$ cat src/rtl/iot_event_arbiter.sv
// iot_event_arbiter: synchronises per-device status lines, turns level
// changes into pending on/off events, and emits them one per clock through a
// round-robin arbiter. Opposite edges that arrive before service cancel out.
module iot_event_arbiter #(
    parameter int N_DEV = 8
) (
    input  logic             clk,
    input  logic             rst,
    input  logic [N_DEV-1:0] dev_status,
    output logic             change,
    output logic             on_off,
    output logic [N_DEV-1:0] dev_active,
    output logic             busy
);

    localparam int PTR_W = (N_DEV > 1) ? $clog2(N_DEV) : 1;

    logic [N_DEV-1:0] s1_q, s1_d;
    logic [N_DEV-1:0] s2_q, s2_d;
    logic [N_DEV-1:0] hist_q, hist_d;
    logic [N_DEV-1:0] pend_q, pend_d;
    logic [N_DEV-1:0] pdir_q, pdir_d;
    logic [N_DEV-1:0] dev_active_q, dev_active_d;
    logic [PTR_W-1:0] ptr_q, ptr_d;
    logic             change_q, change_d;
    logic             on_off_q, on_off_d;
    logic             busy_q, busy_d;

    logic [N_DEV-1:0] edge_vec;
    logic             grant_valid;
    logic [PTR_W-1:0] grant_idx;
    logic [PTR_W-1:0] cand;

    // Adds an offset to the round-robin pointer, wrapping at N_DEV
    // (N_DEV need not be a power of two).
    function automatic logic [PTR_W-1:0] wrap_idx(input logic [PTR_W-1:0] base,
                                                  input int offs);
        int sum;
        sum = int'(base) + offs;
        if (sum >= N_DEV) begin
            sum = sum - N_DEV;
        end
        return PTR_W'(sum);
    endfunction

    // Synchroniser chain plus history stage used for edge detection.
    always_comb begin
        s1_d   = dev_status;
        s2_d   = s1_q;
        hist_d = s2_q;
    end

    assign edge_vec = s2_q ^ hist_q;

    // Round-robin search: first pending device at or after the pointer.
    always_comb begin
        grant_valid = 1'b0;
        grant_idx   = '0;
        cand        = '0;
        for (int k = 0; k < N_DEV; k++) begin
            cand = wrap_idx(ptr_q, k);
            if (!grant_valid && pend_q[cand]) begin
                grant_valid = 1'b1;
                grant_idx   = cand;
            end
        end
    end

    // Grant servicing, pending-event bookkeeping and cancellation.
    always_comb begin
        pend_d       = pend_q;
        pdir_d       = pdir_q;
        dev_active_d = dev_active_q;
        change_d     = 1'b0;
        on_off_d     = on_off_q;
        ptr_d        = ptr_q;

        if (grant_valid) begin
            change_d                = 1'b1;
            on_off_d                = pdir_q[grant_idx];
            dev_active_d[grant_idx] = pdir_q[grant_idx];
            pend_d[grant_idx]       = 1'b0;
            ptr_d = (grant_idx == PTR_W'(N_DEV - 1)) ? '0 : grant_idx + 1'b1;
        end

        // A new edge re-arms a free or just-granted device; otherwise an
        // opposite-direction edge cancels the pending event.
        for (int i = 0; i < N_DEV; i++) begin
            if (edge_vec[i]) begin
                if (!pend_q[i] || (grant_valid && grant_idx == PTR_W'(i))) begin
                    pend_d[i] = 1'b1;
                    pdir_d[i] = s2_q[i];
                end else if (pdir_q[i] != s2_q[i]) begin
                    pend_d[i] = 1'b0;
                end
            end
        end

        busy_d = |pend_d;
    end

    // State registers with synchronous active-low reset.
    always_ff @(posedge clk) begin
        if (!rst) begin
            s1_q         <= '0;
            s2_q         <= '0;
            hist_q       <= '0;
            pend_q       <= '0;
            pdir_q       <= '0;
            dev_active_q <= '0;
            ptr_q        <= '0;
            change_q     <= 1'b0;
            on_off_q     <= 1'b0;
            busy_q       <= 1'b0;
        end else begin
            s1_q         <= s1_d;
            s2_q         <= s2_d;
            hist_q       <= hist_d;
            pend_q       <= pend_d;
            pdir_q       <= pdir_d;
            dev_active_q <= dev_active_d;
            ptr_q        <= ptr_d;
            change_q     <= change_d;
            on_off_q     <= on_off_d;
            busy_q       <= busy_d;
        end
    end

    assign change     = change_q;
    assign on_off     = on_off_q;
    assign dev_active = dev_active_q;
    assign busy       = busy_q;

endmodule

$ cat config.mk
export PLATFORM = sky130hd
export DESIGN_NAME = iot_event_arbiter
export DESIGN_NICKNAME = d
export VERILOG_FILES = /design/src/rtl/iot_event_arbiter.sv
export SDC_FILE = /design/constraint.sdc
export NUM_CORES = 1
export LEC_CHECK = 0
export CAP_MARGIN = 20
export CELL_PAD_IN_SITES_DETAIL_PLACEMENT = 1
export CELL_PAD_IN_SITES_GLOBAL_PLACEMENT = 1
export CORE_MARGIN = 2
export CORE_UTILIZATION = 43
export CTS_BUF_LIST = sky130_fd_sc_hd__clkbuf_8
export DETAILED_ROUTE_END_ITERATION = 16
export MAX_ROUTING_LAYER = met4
export PLACE_DENSITY = 0.76
export SLEW_MARGIN = 20
export SYNTH_ARGS = -nofsm -noshare
export SYNTH_HDL_FRONTEND = slang
export SYNTH_SLANG_ARGS = --single-unit
$ cat constraint.sdc
create_clock -name clk -period 4.5 [get_ports clk]
set_input_delay 0.45 -clock clk [delete_from_list [all_inputs] [get_ports clk]]
set_output_delay 0.45 -clock clk [all_outputs]
set_load 0.03 [all_outputs]
run_1/placement.png
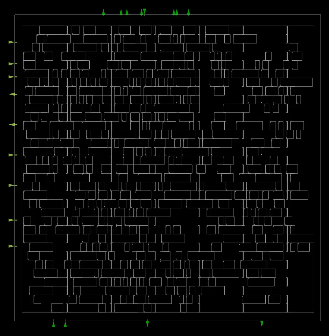
num rows: 33
Util after Layout: 0.494
fin cells: 520

run_1/clk_routes.png
Bar = 20 um.
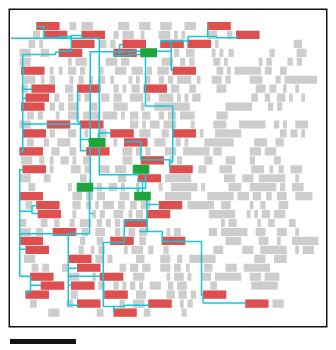
[clock wires] cyan | length: 687 um
[clock drivers] green | count: 5
[flip-flops] red | count: 54
routed clock nets: 6
clock skew after layout: 4.00 ps

==> GITHUB_STEP_SUMMARY, run 1 <==
### Flow metrics

| Metric | Value |
|---|---|
| Yosys stat cell total | `401` |
| Critical path class | `reg -> reg` |
| FFs w/ async S/R, synth | `0` |
| Post-CTS resize count | `0` |
| Synthesis-to-layout area growth | `11.5%` |
| Nets | `431` |
| CTS Root Cell | `clkbuf_8` |
| # clk buffers | `5` |
| XOR/XNOR Area Share | `0.0265` |
| Insertion Delay late pin | `310 ps` |
| Hpwl dp | `7.32 mm` |
| Syn Area/Cell | `9.07 um2` |
| Initial DRC count | `138` |
| GRT met2 Usage | `0.416` |
| # setup viols final | `0` |
| Met2 Routed Length | `5.06 mm` |
| Clk sink count | `54` |
| Top cells by area | `dfxtp_1 (30%), mux4_2 (11%), mux2i_1 (6.6%)` |
| RR Startpoint | `ptr_q[1]` |
| GR peak layer | `met2` |
| CORE AREA | `8220 um2` |
| Final hold violations | `0` |
| Slew margin rel. | `0.452` |
| Worst path max stage delay | `350 ps` |
| Die W | `96.0 um` |
| Via count of the first global-routing pass | `3155` |
| Final WS setup | `353 ps` |
| GP Congestion | `0.856` |
| DR vias | `3067` |
| Dominant logic cell type in the layout | `dfxtp_1` |
| Yosys chip area | `3640 um2` |
| CTS tree | `yes` |
| Clk buf depth | `2` |
| Gate Count Post-Synth | `401` |
| Synthesized net count | `418` |
| OpenROAD warning count | `30` |
| Cell Area, Synth | `3640 um2` |
| Placement Setup Slack | `162 ps` |
| Hold path depth | `1` |
| Post-Place Cell Area | `3910 um2` |
| DRT Wirelength | `9.82 mm` |
| Met3 wire len | `185 um` |
| Worst Hold End | `hist_d[2]` |
| M1 WL | `4.31 mm` |
| FF-to-FF path depth | `17` |
| Ys flops | `54` |
| Met1 Use GR | `0.274` |
| Largest cell class by area | `combinational gates` |
| Die area | `9210 um2` |
| Minimum clock period | `4150 ps` |
| Buf+Inv Stages, Crit Path | `4` |
| Synth mux share | `0.213` |
| Yosys top cell by instances | `dfxtp_1` |
| Port Buffers | `20` |
| Antenna violations before repair | `0` |
| Outcome | `complete, no violations` |
| Most Frequent Cell on Critical Path | `buf_4` |
| Setup crit start kind | `flop` |
| Reg-to-reg endpoint | `busy` |
| H-tree Lvls | `2` |
| Starting Density | `0.443` |
| Worst setup path endpoint | `busy` |
run_1/detail.png
Window x 28 to 68, y 9 to 49 um. Cells in gray, sequential cells in the stronger gray; small squares are vias.
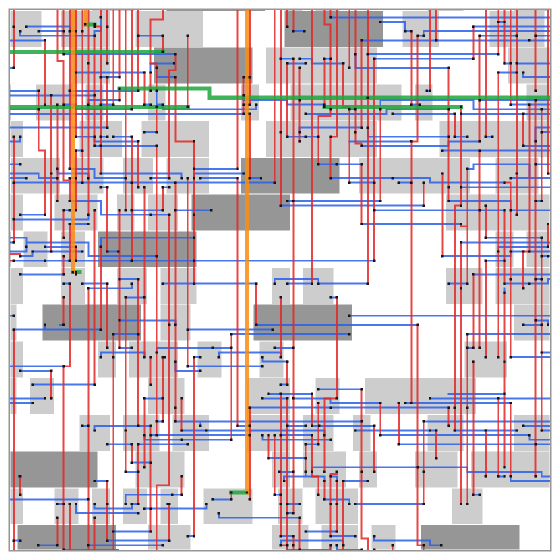
[metal 1] blue
[metal 2] red
[metal 4] orange
[metal 3] green
netlist names of flops here include: pend_q (4), pdir_q (2), ptr_q (2)
sequential cells in the window: 10
most frequent: dfxtp_1 (10), a21oi_1 (8), mux4_2 (7)
cells with their middle in the window: 87

run_1/layer_met3.png
Bar = 20 um.
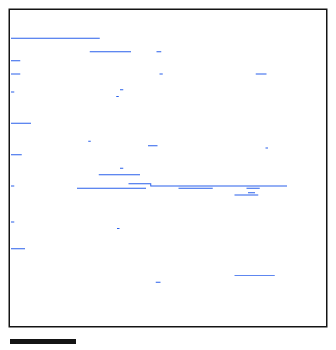

==> run 1 -> run 2 <==
--- a/config.mk
+++ b/config.mk
@@ -13,7 +13,8 @@
 export CTS_BUF_LIST = sky130_fd_sc_hd__clkbuf_8
 export DETAILED_ROUTE_END_ITERATION = 16
 export MAX_ROUTING_LAYER = met4
-export PLACE_DENSITY = 0.76
+export PLACE_DENSITY_LB_ADDON = 0.1
+export RECOVER_POWER = 100
 export SLEW_MARGIN = 20
 export SYNTH_ARGS = -nofsm -noshare
 export SYNTH_HDL_FRONTEND = slang
run_2/layer_met3.png
Bar = 20 um.
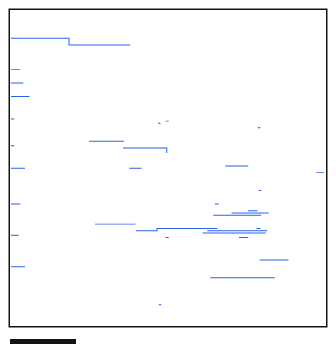
share of all routed wire: 2.5%
longest straight run: 19.3 um
nets with wire on the layer: 23

==> GITHUB_STEP_SUMMARY, run 2 <==
### Flow metrics

| Metric | Value |
|---|---|
| Clk buf depth | `2 (unchanged)` |
| Number of diodes | `0 (unchanged)` |
| Ys flop type | `dfxtp_1 (unchanged)` |
| Top layer in use | `met4 (unchanged)` |
| Top post-synthesis cells by count | `dfxtp_1 (54), and2_1 (30), nor2_1 (29) (unchanged)` |
| Die W | `96.0 um (unchanged)` |
| RSZ-0062 raised after global routing | `no (unchanged)` |
| Hold path depth | `1 (unchanged)` |
| Post-Place Cell Area | `3930 um2 (was 3910 um2)` |
| Die Y | `96.0 um (unchanged)` |
| Placement Setup Slack | `162 ps (about the same)` |
| Top non-seq family | `multiplexers (unchanged)` |
| OpenROAD warning count | `30 (unchanged)` |
| Yosys stat cell total | `401 (unchanged)` |
| # clk buffers | `5 (unchanged)` |
| Synthesized net count | `418 (unchanged)` |
| Via count of the first global-routing pass | `2984 (was 3155)` |
| Non-clock buffer share | `0.0737 (was 0.0716)` |
| Clock buf/inv share | `0.0197 (was 0.0272)` |
| Top Layout Cells | `dfxtp_1 (54), nor2_1 (29), nand2_1 (27) (was dfxtp_1 (54), and2_1 (30), nor2_1 (29))` |
| Inverter count | `17 (unchanged)` |
| Num rows | `33 (unchanged)` |
| GP Congestion | `0.919 (was 0.856)` |
| Final hold violations | `0 (unchanged)` |
| Num sequential | `54 (unchanged)` |
| Worst hold margin | `442 ps (was 443 ps)` |
| Util after Layout | `0.487 (was 0.494)` |
| Met3 wire len | `236 um (was 185 um)` |
| Clk sink count | `54 (unchanged)` |
| Gate Count Post-Synth | `401 (unchanged)` |
| Worst endpoint required time | `4670 ps (was 4690 ps)` |
| Met3 Track Usage GR | `0.0305 (was 0.0243)` |
| I/O pin cnt | `21 (unchanged)` |
| XOR/XNOR Area Share | `0.0265 (unchanged)` |
| FFs w/ async S/R, synth | `0 (unchanged)` |
| CORE AREA | `8220 um2 (unchanged)` |
| Buf+Inv Stages, Crit Path | `2 (was 4)` |
| Worst Hold End | `hist_d[0] (was hist_d[2])` |
| Cell Area, Synth | `3640 um2 (unchanged)` |
| Final WS setup | `269 ps (was 353 ps)` |
| Crit end category | `flop (unchanged)` |
| Most Frequent Cell on Critical Path | `ha_1 (was buf_4)` |
| Worst path slowest cell | `mux4_2 (was ha_4)` |
| Max-slew violation count | `0 (unchanged)` |
| H-tree Lvls | `2 (unchanged)` |
| Non-clk bufs | `34 (was 32)` |
| Top cell area share | `0.297 (unchanged)` |
| Max Cap Viol | `0 (unchanged)` |
| Multi-input gate area | `2350 um2 (was 2380 um2)` |
| R2R Setup Slk | `270 ps (was 350 ps)` |
| Ys flops | `54 (unchanged)` |
| Largest cell class by area | `combinational gates (unchanged)` |
| Comb_multi_in | `304 (unchanged)` |
| Synthesis-to-layout area growth | `10.1% (was 11.5%)` |
| Largest fanout on the critical path | `9 (was 11)` |
| Outcome | `complete, no violations (unchanged)` |
| Nets | `433 (was 431)` |
| Top cells by area | `dfxtp_1 (30%), mux4_2 (11%), mux2i_1 (6.6%) (unchanged)` |
| Starting Density | `0.443 (unchanged)` |
| Critical path depth | `17 (unchanged)` |
| Seq. cell area | `1080 um2 (unchanged)` |
| Met2 Routed Length | `4.93 mm (was 5.06 mm)` |
| RR Startpoint | `ptr_q[0] (was ptr_q[1])` |
| DRT Wirelength | `9.44 mm (was 9.82 mm)` |
| Final ANT Viol Nets | `0 (unchanged)` |
| Yosys top cell by area | `dfxtp_1 (unchanged)` |
| Yosys chip area | `3640 um2 (unchanged)` |
| Synth warn | `0 (unchanged)` |
| Die area | `9210 um2 (unchanged)` |
| Minimum clock period | `4230 ps (was 4150 ps)` |
| Yosys top cell by instances | `dfxtp_1 (unchanged)` |
| DR vias | `3063 (was 3067)` |
| Post-Layout Inst Area | `4000 um2 (was 4060 um2)` |
| Reg-to-reg endpoint | `busy (unchanged)` |
| Critical path class | `reg -> reg (unchanged)` |
| Syn Area/Cell | `9.07 um2 (unchanged)` |
| Initial DRC count | `103 (was 138)` |
| Hpwl dp | `7.10 mm (was 7.32 mm)` |
| Post-CTS setup buffer count | `0 (unchanged)` |
| Fraction of area in registers | `0.270 (was 0.267)` |
| CTS Root Cell | `clkbuf_8 (unchanged)` |
| Worst path max stage delay | `480 ps (was 350 ps)` |
| M1 WL | `4.09 mm (was 4.31 mm)` |
| Largest net degree at the start of global routing | `30 (unchanged)` |
| GRT met2 Usage | `0.395 (was 0.416)` |
| # setup viols final | `0 (unchanged)` |
| Dominant logic cell type in the layout | `dfxtp_1 (unchanged)` |
| Logic share of the area | `0.588 (was 0.587)` |
| Tightest Pin Transition | `1110 ps (was 820 ps)` |
| Met1 Use GR | `0.265 (was 0.274)` |
| Slew margin rel. | `0.262 (was 0.452)` |
| Worst setup path endpoint | `busy (unchanged)` |
| Post-CTS resize count | `0 (unchanged)` |
| Yosys aoi share | `0.179 (unchanged)` |
| Synth mux share | `0.213 (unchanged)` |
| # fillers | `943 (was 959)` |
| GR peak layer | `met2 (unchanged)` |
| FF-to-FF path depth | `17 (unchanged)` |
| Port Buffers | `20 (unchanged)` |
| Setup crit start kind | `flop (unchanged)` |
| TritonRoute pass-1 iters | `4 (unchanged)` |
| DR DRC count | `0 (unchanged)` |
| Fin cells | `521 (was 520)` |
| CTS tree | `yes (unchanged)` |
| Antenna violations before repair | `0 (unchanged)` |
| Placed Cells | `514 (was 512)` |
| Yosys simple share | `0.203 (unchanged)` |
run_2/clk_routes.png
Bar = 20 um.
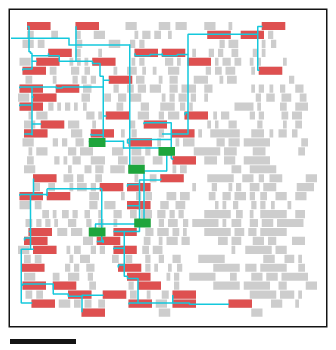
Insertion Delay late pin: 300 ps
clock skew after layout: 8.19 ps

run_2/detail.png
Window x 28 to 68, y 9 to 49 um. Cells in gray, sequential cells in the stronger gray; small squares are vias.
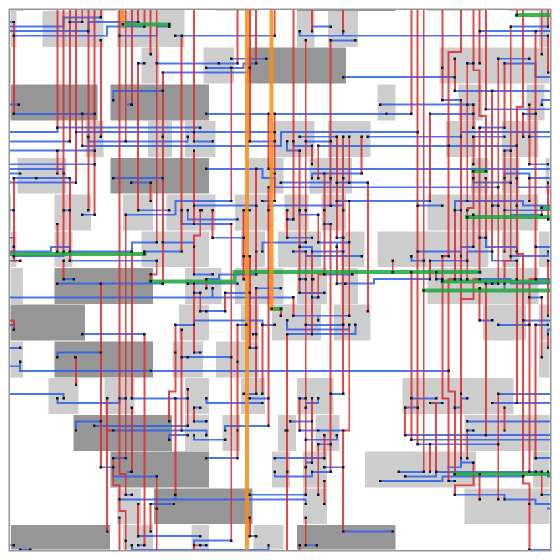

==> run 2 -> run 3 <==
--- a/config.mk
+++ b/config.mk
@@ -8,7 +8,7 @@
 export CAP_MARGIN = 20
 export CELL_PAD_IN_SITES_DETAIL_PLACEMENT = 1
 export CELL_PAD_IN_SITES_GLOBAL_PLACEMENT = 1
-export CORE_MARGIN = 2
+export CORE_MARGIN = 4
 export CORE_UTILIZATION = 43
 export CTS_BUF_LIST = sky130_fd_sc_hd__clkbuf_8
 export DETAILED_ROUTE_END_ITERATION = 16
run_3/detail.png
Window x 30 to 70, y 10 to 50 um. Cells in gray, sequential cells in the stronger gray; small squares are vias.
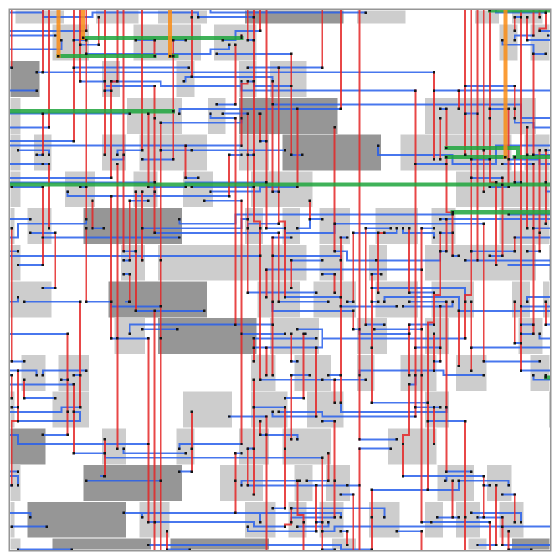
[metal 3] green
[metal 1] blue
[metal 4] orange
[metal 2] red
sequential cells in the window: 7
most frequent: a21oi_1 (9), dfxtp_1 (7)
netlist names of flops here include: pend_q (3), dev_active (2)
cells with their middle in the window: 83

==> GITHUB_STEP_SUMMARY, run 3 <==
### Flow metrics

| Metric | Value |
|---|---|
| Met3 Track Usage GR | `0.0271 (was 0.0305)` |
| Max Cap Viol | `0 (unchanged)` |
| Largest cell class by area | `combinational gates (unchanged)` |
| # setup viols final | `0 (unchanged)` |
| Largest net degree at the start of global routing | `30 (unchanged)` |
| Yosys aoi share | `0.179 (unchanged)` |
| Yosys simple share | `0.203 (unchanged)` |
| CTS tree | `yes (unchanged)` |
| Top layer in use | `met4 (unchanged)` |
| Top non-seq family | `multiplexers (unchanged)` |
| Met2 Routed Length | `5.11 mm (was 4.93 mm)` |
| Worst path max stage delay | `490 ps (was 480 ps)` |
| Top cells by area | `dfxtp_1 (30%), mux4_2 (11%), mux2i_1 (6.6%) (unchanged)` |
| Number of diodes | `0 (unchanged)` |
| Outcome | `complete, no violations (unchanged)` |
| I/O pin cnt | `21 (unchanged)` |
| GR peak layer | `met2 (unchanged)` |
| GRT met2 Usage | `0.386 (was 0.395)` |
| FF-to-FF path depth | `14 (was 17)` |
| Dominant logic cell type in the layout | `dfxtp_1 (unchanged)` |
| Top Layout Cells | `dfxtp_1 (54), nor2_1 (29), nand2_1 (27) (unchanged)` |
| Clk buf depth | `2 (unchanged)` |
| Die Y | `100 um (was 96.0 um)` |
| Worst setup path endpoint | `on_off (was busy)` |
| Util after Layout | `0.496 (was 0.487)` |
| Ys flop type | `dfxtp_1 (unchanged)` |
| Post-CTS setup buffer count | `0 (unchanged)` |
| Critical path class | `reg -> reg (unchanged)` |
| Die area | `9990 um2 (was 9210 um2)` |
| Crit end category | `flop (unchanged)` |
| Gate Count Post-Synth | `401 (unchanged)` |
| Worst endpoint required time | `4720 ps (was 4670 ps)` |
| Placement Setup Slack | `181 ps (was 162 ps)` |
| Worst hold margin | `441 ps (was 442 ps)` |
| Nets | `431 (was 433)` |
| Non-clock buffer share | `0.0728 (was 0.0737)` |
| RR Startpoint | `ptr_q[0] (unchanged)` |
| Met3 wire len | `330 um (was 236 um)` |
| OpenROAD warning count | `30 (unchanged)` |
| Largest fanout on the critical path | `21 (was 9)` |
| Non-clk bufs | `32 (was 34)` |
| Clk sink count | `54 (unchanged)` |
| Starting Density | `0.443 (unchanged)` |
| Via count of the first global-routing pass | `3385 (was 2984)` |
| Buf+Inv Stages, Crit Path | `3 (was 2)` |
| Num rows | `33 (unchanged)` |
| Initial DRC count | `119 (was 103)` |
| Yosys top cell by area | `dfxtp_1 (unchanged)` |
| Post-Place Cell Area | `3930 um2 (about the same)` |
| Synth mux share | `0.213 (unchanged)` |
| # clk buffers | `6 (was 5)` |
| FFs w/ async S/R, synth | `0 (unchanged)` |
| H-tree Lvls | `2 (unchanged)` |
| Cell Area, Synth | `3640 um2 (unchanged)` |
| Clock buf/inv share | `0.0350 (was 0.0197)` |
| Inverter count | `17 (unchanged)` |
| Fraction of area in registers | `0.265 (was 0.270)` |
| Post-Layout Inst Area | `4070 um2 (was 4000 um2)` |
| Syn Area/Cell | `9.07 um2 (unchanged)` |
| CORE AREA | `8220 um2 (unchanged)` |
| Yosys top cell by instances | `dfxtp_1 (unchanged)` |
| M1 WL | `4.26 mm (was 4.09 mm)` |
| Final ANT Viol Nets | `0 (unchanged)` |
| Critical path depth | `14 (was 17)` |
| Seq. cell area | `1080 um2 (unchanged)` |
| Top cell area share | `0.297 (unchanged)` |
| Max-slew violation count | `0 (unchanged)` |
run_3/wires.png
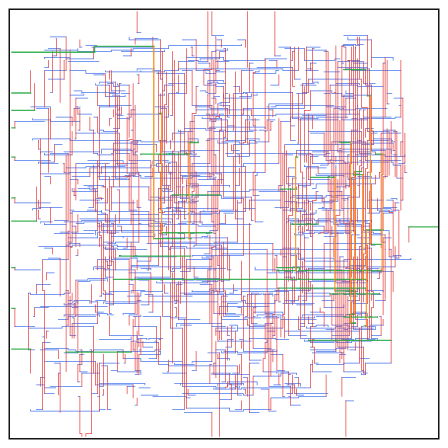
[metal 4] orange | wire length: 333 um
[metal 2] red | wire length: 5110 um
[metal 3] green | wire length: 331 um
[metal 1] blue | wire length: 4260 um
DR vias: 3079
DR WL/cell: 19.3 um
GRT Overall Usage: 0.221
DRT Wirelength: 10.0 mm

